`src/rtl/multicycle_ctrl_if.sv`:
```
// Control bundle between multicycle_ctrl (master) and the RV32I datapath (slave).
// Optional performance counters appear only when CTRL_PERF_EN is defined.
interface multicycle_ctrl_if;
    logic [31:0] instr;
    logic        Zero;
    logic        PCSrc;
    logic        ALUSrc;
    logic        RegWrite;
    logic        MemToReg;
    logic        loadPC;
    logic        MemRead;
    logic        MemWrite;
    logic [3:0]  ALUCtrl;
    logic        illegal;
`ifdef CTRL_PERF_EN
    logic [31:0] instret;
    logic [31:0] cycles;
`endif

    modport master (
        input  instr, Zero,
        output PCSrc, ALUSrc, RegWrite, MemToReg, loadPC,
        output MemRead, MemWrite, ALUCtrl, illegal
`ifdef CTRL_PERF_EN
        , output instret, cycles
`endif
    );

    modport slave (
        output instr, Zero,
        input  PCSrc, ALUSrc, RegWrite, MemToReg, loadPC,
        input  MemRead, MemWrite, ALUCtrl, illegal
`ifdef CTRL_PERF_EN
        , input instret, cycles
`endif
    );
endinterface

```
`src/rtl/multicycle_ctrl.sv`:
```
// Multi-cycle IF/ID/EX/MEM/WB control unit for the RV32I-subset core.
// Define CTRL_PERF_EN to add the instret/cycles performance counters.
module multicycle_ctrl #(
    parameter int unsigned MEM_WAIT = 0
) (
    input  logic           clk,
    input  logic           rst,
    multicycle_ctrl_if.master ctrl
);
    localparam int unsigned WAIT_W = 4;

    localparam logic [2:0] S_IF  = 3'd0;
    localparam logic [2:0] S_ID  = 3'd1;
    localparam logic [2:0] S_EX  = 3'd2;
    localparam logic [2:0] S_MEM = 3'd3;
    localparam logic [2:0] S_WB  = 3'd4;

    localparam logic [1:0] CLS_ALU = 2'd0;
    localparam logic [1:0] CLS_LW  = 2'd1;
    localparam logic [1:0] CLS_SW  = 2'd2;
    localparam logic [1:0] CLS_BEQ = 2'd3;

    localparam logic [6:0] OP_R    = 7'b0110011;
    localparam logic [6:0] OP_I    = 7'b0010011;
    localparam logic [6:0] OP_LW   = 7'b0000011;
    localparam logic [6:0] OP_SW   = 7'b0100011;
    localparam logic [6:0] OP_BEQ  = 7'b1100011;

    localparam logic [6:0] F7_ZERO = 7'b0000000;
    localparam logic [6:0] F7_ALT  = 7'b0100000;

    localparam logic [3:0] ALU_AND = 4'b0000;
    localparam logic [3:0] ALU_OR  = 4'b0001;
    localparam logic [3:0] ALU_ADD = 4'b0010;
    localparam logic [3:0] ALU_SUB = 4'b0110;
    localparam logic [3:0] ALU_SLT = 4'b0111;
    localparam logic [3:0] ALU_SRL = 4'b1000;
    localparam logic [3:0] ALU_SLL = 4'b1001;
    localparam logic [3:0] ALU_SRA = 4'b1010;
    localparam logic [3:0] ALU_XOR = 4'b1101;

    logic [2:0]        state_q, state_d;
    logic [WAIT_W-1:0] wait_q, wait_d;
    logic [1:0]        cls_q;
    logic              alu_src_q;
    logic [3:0]        alu_ctrl_q;

    logic [6:0] opcode, funct7;
    logic [2:0] funct3;
    logic       dec_legal, dec_src;
    logic [3:0] dec_alu;
    logic [1:0] dec_cls;

    logic pc_src_c, reg_write_c, mem_to_reg_c, load_pc_c;
    logic mem_read_c, mem_write_c, illegal_c, mem_last;

    // Register/rd fields are consumed by the datapath, not by control.
    logic unused_fields;
    assign unused_fields = ^{ctrl.instr[24:15], ctrl.instr[11:7]};

    assign opcode = ctrl.instr[6:0];
    assign funct3 = ctrl.instr[14:12];
    assign funct7 = ctrl.instr[31:25];

    // Instruction decode: legality, instruction class and ALU setup.
    always_comb begin
        dec_legal = 1'b0;
        dec_src   = 1'b0;
        dec_alu   = ALU_AND;
        dec_cls   = CLS_ALU;
        case (opcode)
            OP_R: begin
                case (funct3)
                    3'b000: begin
                        dec_legal = (funct7 == F7_ZERO) || (funct7 == F7_ALT);
                        dec_alu   = (funct7 == F7_ALT) ? ALU_SUB : ALU_ADD;
                    end
                    3'b001: begin dec_legal = (funct7 == F7_ZERO); dec_alu = ALU_SLL; end
                    3'b010: begin dec_legal = (funct7 == F7_ZERO); dec_alu = ALU_SLT; end
                    3'b100: begin dec_legal = (funct7 == F7_ZERO); dec_alu = ALU_XOR; end
                    3'b101: begin
                        dec_legal = (funct7 == F7_ZERO) || (funct7 == F7_ALT);
                        dec_alu   = (funct7 == F7_ALT) ? ALU_SRA : ALU_SRL;
                    end
                    3'b110: begin dec_legal = (funct7 == F7_ZERO); dec_alu = ALU_OR; end
                    3'b111: begin dec_legal = (funct7 == F7_ZERO); dec_alu = ALU_AND; end
                    default: dec_legal = 1'b0;
                endcase
            end
            OP_I: begin
                dec_src = 1'b1;
                case (funct3)
                    3'b000: begin dec_legal = 1'b1; dec_alu = ALU_ADD; end
                    3'b001: begin dec_legal = (funct7 == F7_ZERO); dec_alu = ALU_SLL; end
                    3'b010: begin dec_legal = 1'b1; dec_alu = ALU_SLT; end
                    3'b100: begin dec_legal = 1'b1; dec_alu = ALU_XOR; end
                    3'b101: begin
                        dec_legal = (funct7 == F7_ZERO) || (funct7 == F7_ALT);
                        dec_alu   = (funct7 == F7_ALT) ? ALU_SRA : ALU_SRL;
                    end
                    3'b110: begin dec_legal = 1'b1; dec_alu = ALU_OR; end
                    3'b111: begin dec_legal = 1'b1; dec_alu = ALU_AND; end
                    default: dec_legal = 1'b0;
                endcase
            end
            OP_LW: begin
                dec_legal = (funct3 == 3'b010);
                dec_src   = 1'b1;
                dec_alu   = ALU_ADD;
                dec_cls   = CLS_LW;
            end
            OP_SW: begin
                dec_legal = (funct3 == 3'b010);
                dec_src   = 1'b1;
                dec_alu   = ALU_ADD;
                dec_cls   = CLS_SW;
            end
            OP_BEQ: begin
                dec_legal = (funct3 == 3'b000);
                dec_alu   = ALU_SUB;
                dec_cls   = CLS_BEQ;
            end
            default: dec_legal = 1'b0;
        endcase
    end

    assign mem_last = (wait_q == WAIT_W'(MEM_WAIT));

    // Next-state and strobe decode from the registered state and class.
    always_comb begin
        state_d      = state_q;
        wait_d       = wait_q;
        pc_src_c     = 1'b0;
        reg_write_c  = 1'b0;
        mem_to_reg_c = 1'b0;
        load_pc_c    = 1'b0;
        mem_read_c   = 1'b0;
        mem_write_c  = 1'b0;
        illegal_c    = 1'b0;
        case (state_q)
            S_IF: state_d = S_ID;
            S_ID: begin
                if (dec_legal) begin
                    state_d = S_EX;
                end else begin
                    illegal_c = 1'b1;
                    state_d   = S_IF;
                end
            end
            S_EX: begin
                if (cls_q == CLS_ALU) begin
                    state_d = S_WB;
                end else begin
                    state_d = S_MEM;
                    wait_d  = '0;
                end
            end
            S_MEM: begin
                if (!mem_last) wait_d = wait_q + WAIT_W'(1);
                case (cls_q)
                    CLS_LW: begin
                        mem_read_c = 1'b1;
                        if (mem_last) state_d = S_WB;
                    end
                    CLS_SW: begin
                        if (mem_last) begin
                            mem_write_c = 1'b1;
                            load_pc_c   = 1'b1;
                            state_d     = S_IF;
                        end
                    end
                    CLS_BEQ: begin
                        if (mem_last) begin
                            load_pc_c = 1'b1;
                            pc_src_c  = ctrl.Zero;
                            state_d   = S_IF;
                        end
                    end
                    default: state_d = S_IF;
                endcase
            end
            S_WB: begin
                reg_write_c  = 1'b1;
                load_pc_c    = 1'b1;
                mem_to_reg_c = (cls_q == CLS_LW);
                state_d      = S_IF;
            end
            default: state_d = S_IF;
        endcase
    end

    always_ff @(posedge clk or negedge rst) begin
        if (!rst) begin
            state_q <= S_IF;
            wait_q  <= '0;
        end else begin
            state_q <= state_d;
            wait_q  <= wait_d;
        end
    end

    // ALU setup is captured leaving ID and dropped when the instruction retires.
    always_ff @(posedge clk or negedge rst) begin
        if (!rst) begin
            cls_q      <= CLS_ALU;
            alu_src_q  <= 1'b0;
            alu_ctrl_q <= ALU_AND;
        end else if (state_q == S_ID && dec_legal) begin
            cls_q      <= dec_cls;
            alu_src_q  <= dec_src;
            alu_ctrl_q <= dec_alu;
        end else if (state_d == S_IF) begin
            cls_q      <= CLS_ALU;
            alu_src_q  <= 1'b0;
            alu_ctrl_q <= ALU_AND;
        end
    end

    assign ctrl.PCSrc    = pc_src_c;
    assign ctrl.ALUSrc   = alu_src_q;
    assign ctrl.RegWrite = reg_write_c;
    assign ctrl.MemToReg = mem_to_reg_c;
    assign ctrl.loadPC   = load_pc_c;
    assign ctrl.MemRead  = mem_read_c;
    assign ctrl.MemWrite = mem_write_c;
    assign ctrl.ALUCtrl  = alu_ctrl_q;
    assign ctrl.illegal  = illegal_c;

`ifdef CTRL_PERF_EN
    logic [31:0] instret_q, cycles_q;

    always_ff @(posedge clk or negedge rst) begin
        if (!rst) begin
            instret_q <= '0;
            cycles_q  <= '0;
        end else begin
            cycles_q <= cycles_q + 32'd1;
            if (load_pc_c) instret_q <= instret_q + 32'd1;
        end
    end

    assign ctrl.instret = instret_q;
    assign ctrl.cycles  = cycles_q;
`endif
endmodule

```
`src/flat_wrapper.sv`:
```
// flat-port wrapper written by rule: the top's interface ports become plain ports
module multicycle_ctrl_flat 
#(
    parameter int unsigned MEM_WAIT = 0
)
  (clk, rst, ctrl_instr, ctrl_Zero, ctrl_PCSrc, ctrl_ALUSrc, ctrl_RegWrite, ctrl_MemToReg, ctrl_loadPC, ctrl_MemRead, ctrl_MemWrite, ctrl_ALUCtrl, ctrl_illegal);
  multicycle_ctrl_if ctrl_i ();
  input  logic clk;
  input  logic rst;
  input wire logic [$bits(ctrl_i.instr)-1:0] ctrl_instr;
  input wire logic [$bits(ctrl_i.Zero)-1:0] ctrl_Zero;
  output wire logic [$bits(ctrl_i.PCSrc)-1:0] ctrl_PCSrc;
  output wire logic [$bits(ctrl_i.ALUSrc)-1:0] ctrl_ALUSrc;
  output wire logic [$bits(ctrl_i.RegWrite)-1:0] ctrl_RegWrite;
  output wire logic [$bits(ctrl_i.MemToReg)-1:0] ctrl_MemToReg;
  output wire logic [$bits(ctrl_i.loadPC)-1:0] ctrl_loadPC;
  output wire logic [$bits(ctrl_i.MemRead)-1:0] ctrl_MemRead;
  output wire logic [$bits(ctrl_i.MemWrite)-1:0] ctrl_MemWrite;
  output wire logic [$bits(ctrl_i.ALUCtrl)-1:0] ctrl_ALUCtrl;
  output wire logic [$bits(ctrl_i.illegal)-1:0] ctrl_illegal;
  assign ctrl_i.instr = ctrl_instr;
  assign ctrl_i.Zero = ctrl_Zero;
  assign ctrl_PCSrc = ctrl_i.PCSrc;
  assign ctrl_ALUSrc = ctrl_i.ALUSrc;
  assign ctrl_RegWrite = ctrl_i.RegWrite;
  assign ctrl_MemToReg = ctrl_i.MemToReg;
  assign ctrl_loadPC = ctrl_i.loadPC;
  assign ctrl_MemRead = ctrl_i.MemRead;
  assign ctrl_MemWrite = ctrl_i.MemWrite;
  assign ctrl_ALUCtrl = ctrl_i.ALUCtrl;
  assign ctrl_illegal = ctrl_i.illegal;
  multicycle_ctrl #(.MEM_WAIT(MEM_WAIT)) u_core (.clk(clk), .rst(rst), .ctrl(ctrl_i));
endmodule
```
`config.mk`:
```
export PLATFORM = sky130hd
export DESIGN_NAME = multicycle_ctrl_flat
export DESIGN_NICKNAME = d
export VERILOG_FILES = /design/src/rtl/multicycle_ctrl_if.sv /design/src/rtl/multicycle_ctrl.sv /design/src/flat_wrapper.sv
export SDC_FILE = /design/constraint.sdc
export NUM_CORES = 1
export LEC_CHECK = 0
export CAP_MARGIN = 15
export CORE_MARGIN = 5
export CORE_UTILIZATION = 40
export CTS_CLUSTER_SIZE = 24
export DETAILED_ROUTE_END_ITERATION = 8
export GPL_ROUTABILITY_DRIVEN = 0
export PLACE_DENSITY = 0.76
export SETUP_SLACK_MARGIN = 0.1
export SLEW_MARGIN = 20
export SYNTH_ARGS = -nofsm -noshare
export SYNTH_HDL_FRONTEND = slang
export SYNTH_SLANG_ARGS = --single-unit
export TNS_END_PERCENT = 20
```
`constraint.sdc`:
```
create_clock -name clk -period 3.2 [get_ports clk]
set_input_delay 0.32 -clock clk [delete_from_list [all_inputs] [get_ports clk]]
set_output_delay 0.32 -clock clk [all_outputs]
set_load 0.01 [all_outputs]
```
==> results.toml, run 1 <==
# flow metrics
[clock_tree]
clk_pin_slew_ns = 0.08
htreeDepth = 1
numCtsBuffers = 3

[worst_setup_path]
critPathMostFrequentCell = "clkdlybuf4s50_1"
end_kind = "output pin"

[placement]
io_buffer_count = 31
pre_cts_ws_ns = 0.445

[run_status]
outcome = "finished clean"

[sta]
max_freq_mhz = 362
drv_slew = 0
tightest_slew_ns = 0.643
max-slew-margin-rel_pct = 57.0

[power_and_ir_drop]
pwr-share-comb_pct = 24.5
leakage_nw = 0.570
clkPwrFrac_pct = 25.8
ir_drop_v = 0.000177

[routing]
ant_nets = 0
wire_per_inst_um = 14.2
firstDrtPassIters = 4

[logic_synthesis]
yosysMostFrequentCell = "nor2_1"
top_cell_area_share_pct = 31.8
yosys_area_um2 = 1100

[floorplanning]
ios = 47
chipHeight_um = 62.5

[job]
tool_warnings = 42

[cells_and_area]
area_growth_pct = 31.2
-- run 1: power by group through the flow --
stage	logic [mW]	clock network, mW	registers, mW
2_1_floorplan	0.0516	0	0.183
3_3_place_gp	0.0888	0	0.188
3_5_place_dp	0.0904	0	0.188
4_1_cts	0.0911	0.0992	0.184
5_1_grt	0.100	0.108	0.186
6_report	0.0910	0.0960	0.185
-- run 1: final timing paths --
path / cells after the start / to / slack (ns)
min reg2reg: 2 / u_core.ctrl.ALUSrc / 0.49
max reg2reg: 5 / u_core.ctrl.ALUSrc / 1.38
min: 1 / u_core.ctrl.ALUCtrl[0] / 0.44
max in group asynchronous: 1 / u_core.cls_q[1] / 2.35
max: 7 / ctrl_illegal / 0.43
min in group clk: 2 / u_core.ctrl.ALUSrc / 0.49
-- run 1: cell type report --
class	instances	area [um^2]
Multi-Input combinational cell	100	698
Timing Repair Buffer	32	318
Inverter	5	18.8
Clock buffer	3	22.5
Fill cell	249	1240
Sequential cell	14	350
Tap cell	31	38.8
-- run 1: kinds of logic (layout without fill, tap and decap cells) --
kind of cell,count (synthesis),in the layout,share of synthesized area [%]
flip-flops,14,14,31.8
XOR/XNOR,2,2,1.59
AND/OR/NAND/NOR,63,63,34.6
AND-OR/OR-AND,33,33,24.9
buffers and inverters,13,40,4.88
adder cells (fa/ha/maj),2,2,2.27
-- run 1: flip-flops by register name (all words and copies together), names as in the netlist --
register	count
u_core.wait_q	4
u_core.cls_q	2
u_core.state_q	3
u_core.ctrl.ALUCtrl	4
u_core.ctrl.ALUSrc	1
-- run 1: metal layers --
metal	share of wire, %	vias to the layer above	global-route usage [%]
li1	-	518	-
met1	43	516	16.6
met2	52	28	27.1
met3	4.5	2	3.06
met4	0.61	0	4.51
met5	0	-	0
-- run 1: per-stage QoR --
| step | util, % | hold WS (ns) |
|---|---|---|
| 2_1_floorplan | - | 0.0244 |
| 3_3_place_gp | 53.0 | 0.476 |
| 3_5_place_dp | 53.0 | 0.477 |
| 4_1_cts | 53.8 | 0.459 |
| 5_1_grt | 53.8 | 0.492 |
| 6_report | 53.8 | 0.437 |
-- run 1: critical path, delay by kind of cell --
family / cells / cell delay, ns
buffers and inverters: 2 / 1.20
and+or+nand+nor: 4 / 0.61
AOI/OAI and AO/OA: 1 / 0.31
-- run 1: layout by cell type, fill, tap and decap left out, types with 3 or more instances in the layout --
cell type	instances
a21oi_1	3
nand3_1	5
dfrtp_1	14
nand2b_1	3
nor2_1	17
nor2b_1	5
nand2_1	15
clkdlybuf4s50_1	31
nor3_1	3
and2_1	3
o21ai_1	4
a32o_1	3
clkbuf_4	3
o31ai_1	3
inv_1	5
Fig. 1: run 1, clock nets
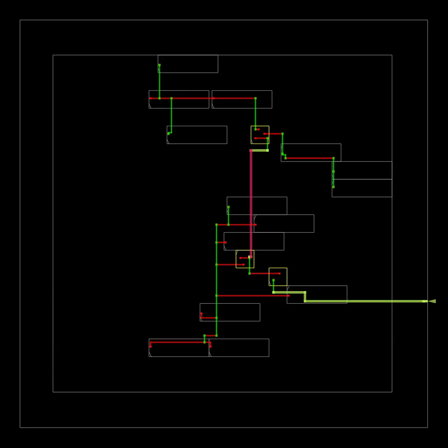
clk pwr: 0.0960 mW
clock sink total: 14
Final Skew: 0.00431 ns
Late-Pin Clk Latency: 0.27 ns
num sequential: 14

Fig. 2: run 1, the metal 2 layer
Drawn at 6 px/um. Cells faint in the background.
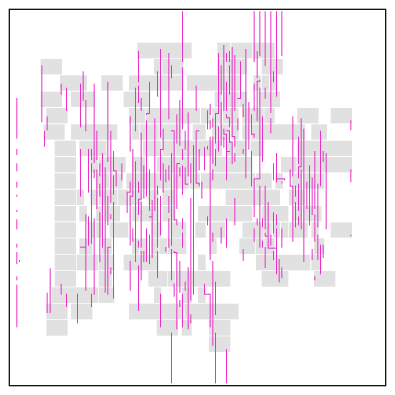
nets with wire on the layer	155
main direction	vertical

Fig. 3: run 1, nets reached from selected ports
Drawn at 6 px/um.
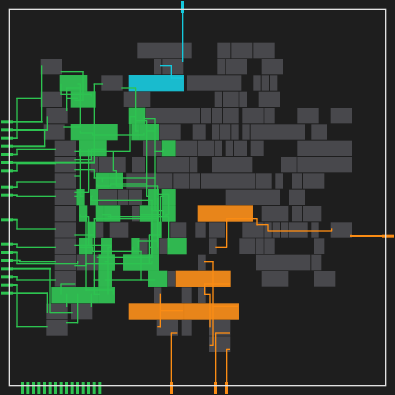
color	port	direction	edge	end cells	buffers	wire
cyan	ctrl_ALUSrc	output	top	1	1	14.1 um
green	ctrl_instr	input	17 left, 15 bottom	32	17	563 um
orange	ctrl_ALUCtrl	output	3 bottom, 1 right	4	4	99.6 um

Fig. 4: run 1, routed metal, one color a layer
Drawn at 10 px/um. Two of the layers only.
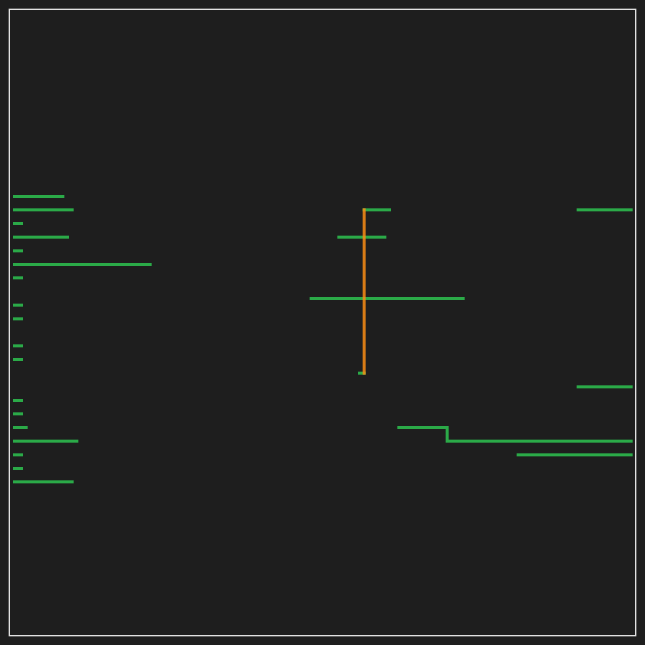

## Run 2: what changed since run 1
==> constraint.sdc (replaced) <==
create_clock -name clk -period 3.5 [get_ports clk]
set_input_delay 0.35 -clock clk [delete_from_list [all_inputs] [get_ports clk]]
set_output_delay 0.35 -clock clk [all_outputs]
set_load 0.01 [all_outputs]
Fig. 5: run 2, routed metal, one color a layer
Drawn at 10 px/um. Two of the layers only.
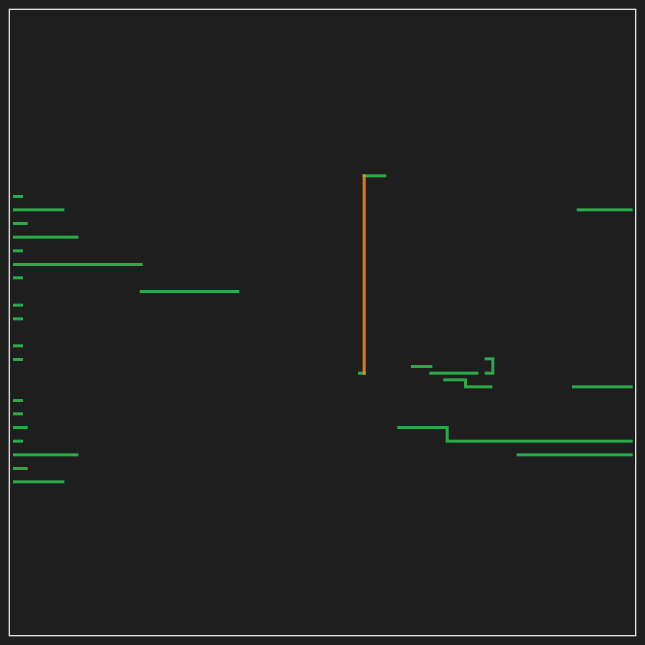
color	layer	wire length
orange	met4	19.7 um
green	met3	119 um

==> run 2 against run 1 <==
- sequential cell count is the same
- sequential share of layout area is the same
- total power shrank 8.6%
- final cell count is the same
- largest cell class unchanged
- die size is the same
- clock skew shrank 0.0035 ns
- clock power shrank 8.0%
- core utilization is the same
- register-to-register slack gained 0.30 ns
- area after synthesis is the same
==> results.toml, run 2 <==
# flow metrics
[run_status]
outcome = "finished clean"

[cells_and_area]
drive_gt1_share_pct = 10.4
final_core_util_pct = 53.8
layout_top_cells = "clkdlybuf4s50_1, nor2_1, nand2_1"
lay_top_count = "clkdlybuf4s50_1"

[worst_setup_path]
cp-start-kind = "input pin"
end_kind = "output pin"

[routing]
drt_iter0_markers = 39
drcViolationCount = 0
firstDrtPassIters = 4
ant_nets = 0
wire_per_inst_um = 13.7

[clock_tree]
clk_pin_slew_ns = 0.08
htreeDepth = 1
clock-sinks = 14
worstSkewPairLatency_ns = 0.27
numCtsBuffers = 3

[placement]
io_buffer_count = 31
hpwl_um = 2070

[floorplanning]
die_w_um = 62.5
ios = 47
chipHeight_um = 62.5

[sta]
drv_slew = 0
max_freq_mhz = 355
finalClockSkew_ns = 0.000801
tightest_slew_ns = 0.617
max-slew-margin-rel_pct = 58.8
hold_ws_ns = 0.456

[global_routing]
gr-total-overflow = 0
track_usage_pct = 14.2

[logic_synthesis]
top_cell_area_share_pct = 31.8
mux_share_pct = 0
yosysMostFrequentCell = "nor2_1"
syn_area_per_cell_um2 = 8.68
async_flop_share_pct = 100
yosys_area_um2 = 1100
synthXorXnorAreaFrac_pct = 1.59
ys_seq_share_pct = 31.8
synth-simple-area-share_pct = 34.6
synth_adder_area_share_pct = 2.27
synthTopLogicFamily = "simple AND/OR/NAND/NOR gates"

[power_and_ir_drop]
leakage_nw = 0.570
ir_drop_v = 0.000163
swShare_pct = 28.0
pwr-share-comb_pct = 24.4
power_density_nw_per_um2 = 235
clkPwrFrac_pct = 26.0

[job]
tool_warnings = 42
Fig. 6: run 2, close-up of the layout
Region (37, 37) to (57, 57) um. Cells in gray, sequential cells in the stronger gray; small squares are vias.
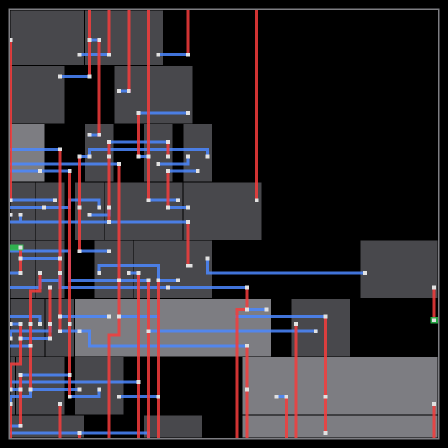
color	layer
blue	met1
green	met3
red	met2
most frequent	clkdlybuf4s50_1 (7), nor2_1 (4)
cells with their middle in the window	22
sequential cells in the window	2
netlist names of flops here include	u_core.state_q (1), u_core.wait_q (1)

==> run 2: path summary, 6_finish.rpt <==
| path | from | endpoint | slack (ns) | cells after the start |
|---|---|---|---|---|
| setup / recovery | ctrl_instr[13] | ctrl_illegal | 0.69 | 7 |
| hold / removal | rst | u_core.wait_q[0] | 0.46 | 1 |
| setup reg to reg | u_core.wait_q[0] | u_core.cls_q[0] | 1.68 | 7 |
| hold reg to reg | u_core.ctrl.ALUCtrl[3] | u_core.ctrl.ALUCtrl[3] | 0.49 | 2 |
| max in group asynchronous | rst | u_core.cls_q[0] | 2.65 | 1 |
| min in group clk | u_core.ctrl.ALUCtrl[3] | u_core.ctrl.ALUCtrl[3] | 0.49 | 2 |
==> run 2: final cells by class <==
cell class                      instances  area, um^2
Fill cell                             257        1240
Multi-Input combinational cell        100         698
Sequential cell                        14         350
Timing Repair Buffer                   32         318
Tap cell                               31        38.8
Clock buffer                            3        22.5
Inverter                                5        18.8
==> run 2: worst max-delay path, cell delays in order <==
cell	delay [ns]
clkdlybuf4s50_1	0.55
nand2b_1	0.25
o221ai_1	0.31
nor4_4	0.07
nor2_1	0.19
and3_1	0.20
clkdlybuf4s50_1	0.54
==> run 2: cell families after synthesis <==
family                     after synthesis
AOI/OAI and AO/OA                       33
xor gates and xnor gates                 2
adders and majority gates                2
buffers and inverters                   13
DFF                                     14
and+or+nand+nor                         63
==> run 2: through the flow <==
step,area [um^2],total power [mW],setup WS [ns]
2_1_floorplan,1100,0.215,1.78
3_3_place_gp,1420,0.253,0.727
3_5_place_dp,1420,0.254,0.683
4_1_cts,1450,0.342,0.677
5_1_grt,1450,0.361,0.516
6_report,1450,0.340,0.686
==> run 2: power by group through the flow <==
| stage | Sequential [mW] | Clock, mW | Combinational (mW) |
|---|---|---|---|
| after global placement | 0.171 | 0 | 0.0812 |
| final | 0.169 | 0.0883 | 0.0829 |
| after global routing | 0.169 | 0.0994 | 0.0916 |
| after floorplan | 0.168 | 0 | 0.0471 |
| after detailed placement | 0.172 | 0 | 0.0826 |
| after CTS | 0.168 | 0.0906 | 0.0831 |
==> run 2: per-layer routing <==
| layer | track usage [%] | share of wire, % | vias up |
|---|---|---|---|
| li1 | - | - | 515 |
| met4 | 5.31 | 0.75 | 0 |
| met2 | 25.1 | 51 | 34 |
| met3 | 2.70 | 4.6 | 2 |
| met1 | 16.6 | 44 | 488 |
| met5 | 0 | 0 | - |
No activity file was given, so power comes from the tool's default toggle rates.
